==> config.mk <==
export PLATFORM = sky130hd
export DESIGN_NAME = uart_tx_arbiter
export DESIGN_NICKNAME = d
export VERILOG_FILES = /design/src/rtl/uart_tx_arbiter.sv
export SDC_FILE = /design/constraint.sdc
export NUM_CORES = 1
export LEC_CHECK = 0
export CAP_MARGIN = 20
export CORE_MARGIN = 2
export CORE_UTILIZATION = 61
export DETAILED_ROUTE_END_ITERATION = 7
export DONT_BUFFER_PORTS = 1
export PLACE_DENSITY = 0.77
export SLEW_MARGIN = 20
export SYNTH_ARGS = -nofsm -noshare
export SYNTH_HDL_FRONTEND = slang
export SYNTH_SLANG_ARGS = --single-unit
==> constraint.sdc <==
create_clock -name clk -period 5.1 [get_ports clk]
set_clock_uncertainty 0.1 [all_clocks]
set_input_delay 0.51 -clock clk [delete_from_list [all_inputs] [get_ports clk]]
set_output_delay 0.51 -clock clk [all_outputs]
set_load 0.01 [all_outputs]
Figure 1. Clock wiring as the flow saved it.
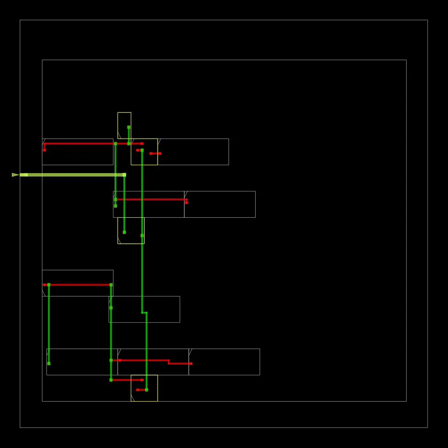
flip-flops: 9
clock sink total: 9

Figure 2. Routed clock nets over the placement.
Scale bar: 10 um.
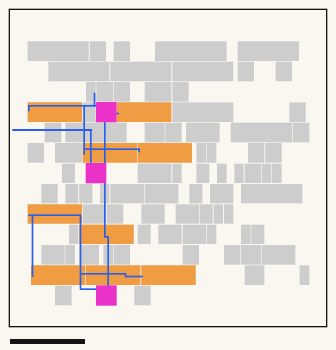
- magenta: cells driving clock nets (count 3)
- blue: clock wires (length 107 um)
- orange: flip-flops (count 9)
- routed clock nets: 4
clk latency late pin: 0.25 ns
Clk pwr share: 26.1%

==> Slide: Implementation Results <==
Key Metrics from the Run

Synthesis
  • Synth unique cells: 38
  • Sequential area share after synthesis: around 20%
  • Top cells by area: mux4_2, dfxtp_1, and2_1
  • Ao+oa area frac: 14.3%
  • Area leader, netlist: mux4_2
  • Post-synth EDFFs: 0
  • Post-synthesis cell area: approximately 900 um2

Final timing
  • Max-slew headroom: between 50% and 60%
  • Fin. max-slew vios: 0
  • Final WS setup: 2.65 ns
  • Setup Viol. Count Final: 0

Clock tree
  • Hold buffers post-CTS: 0
  • CTS resizes: 0
  • Post-CTS Setup Repair Bufs: 0

Layout
  • Synth-to-layout area growth: -2.25%
  • Layout cell share with drive strength beyond 1: a little under a fifth
  • Most common logic cells in the final layout: nor2_1, mux4_2, and2_1, dfxtp_1
  • Post-route cell area: around 870 um2
  • Diodes inserted: 0
  • Flop area: ~180 um2

Floorplan
  • Starting Density: 66.8%
  • Full die area: roughly 0.0018 mm2

Global routing
  • Grt ovf: 0
  • Number of global-route vias before repair: 711
  • Tot GR Track Use: 22.8%
  • First-pass GRT wire length: ~3.1 mm
  • Initial antenna violation count: 0

Detailed routing
  • Post-route ant nets: 0
  • Final wirelength: 1.92 mm
  • Routed via count: 713
  • WL/cell: between 15 and 20 um

Power
  • Top power group: registers
  • Combinational cell power: 0.0594 mW
  • Pwr Density: 236 mW/mm2
  • Flop pwr share: 45.0%
  • Sw frac: between 30% and 40%
  • Final Power: between 0.2 and 0.25 mW
  • Clk power: 0.0536 mW

Run
  • Log Warnings: 26

Placed design
  • Port-buffer cells: 0
  • Final Wtd Congestion: around 0.77
  • DP Area: 845 um2

Critical path
  • CP Class: flop to output pin

Status
  • Outcome: complete, no violations
-- critical path, cell delays in order, from the launching register on --
cell and delay (ns):
dfxtp_1 0.76, mux4_2 0.61, and2_1 0.21
-- final cells by class --
class,count,share of cell area (%)
Tap cell,15,2.16
Clock buffer,4,3.02
Multi-Input combinational cell,75,74.1
Sequential cell,9,20.7
-- Yosys cell counts (2+ instances only) --
master	instances
nor2_1	10
and2_1	9
dfxtp_1	9
mux4_2	9
and3_1	5
nand2_1	5
a21oi_1	4
nor2b_1	4
a22o_1	2
buf_4	2
buf_6	2
ha_1	2
mux2i_1	2
nor4_1	2
o21ai_0	2
-- per-layer routing --
metal	routed length, um	global-route usage [%]
met3	162	3.45
met4	44	13.1
met2	997	37.8
met5	0	0
met1	713	27.9
No activity file was given, so power comes from the tool's default toggle rates.
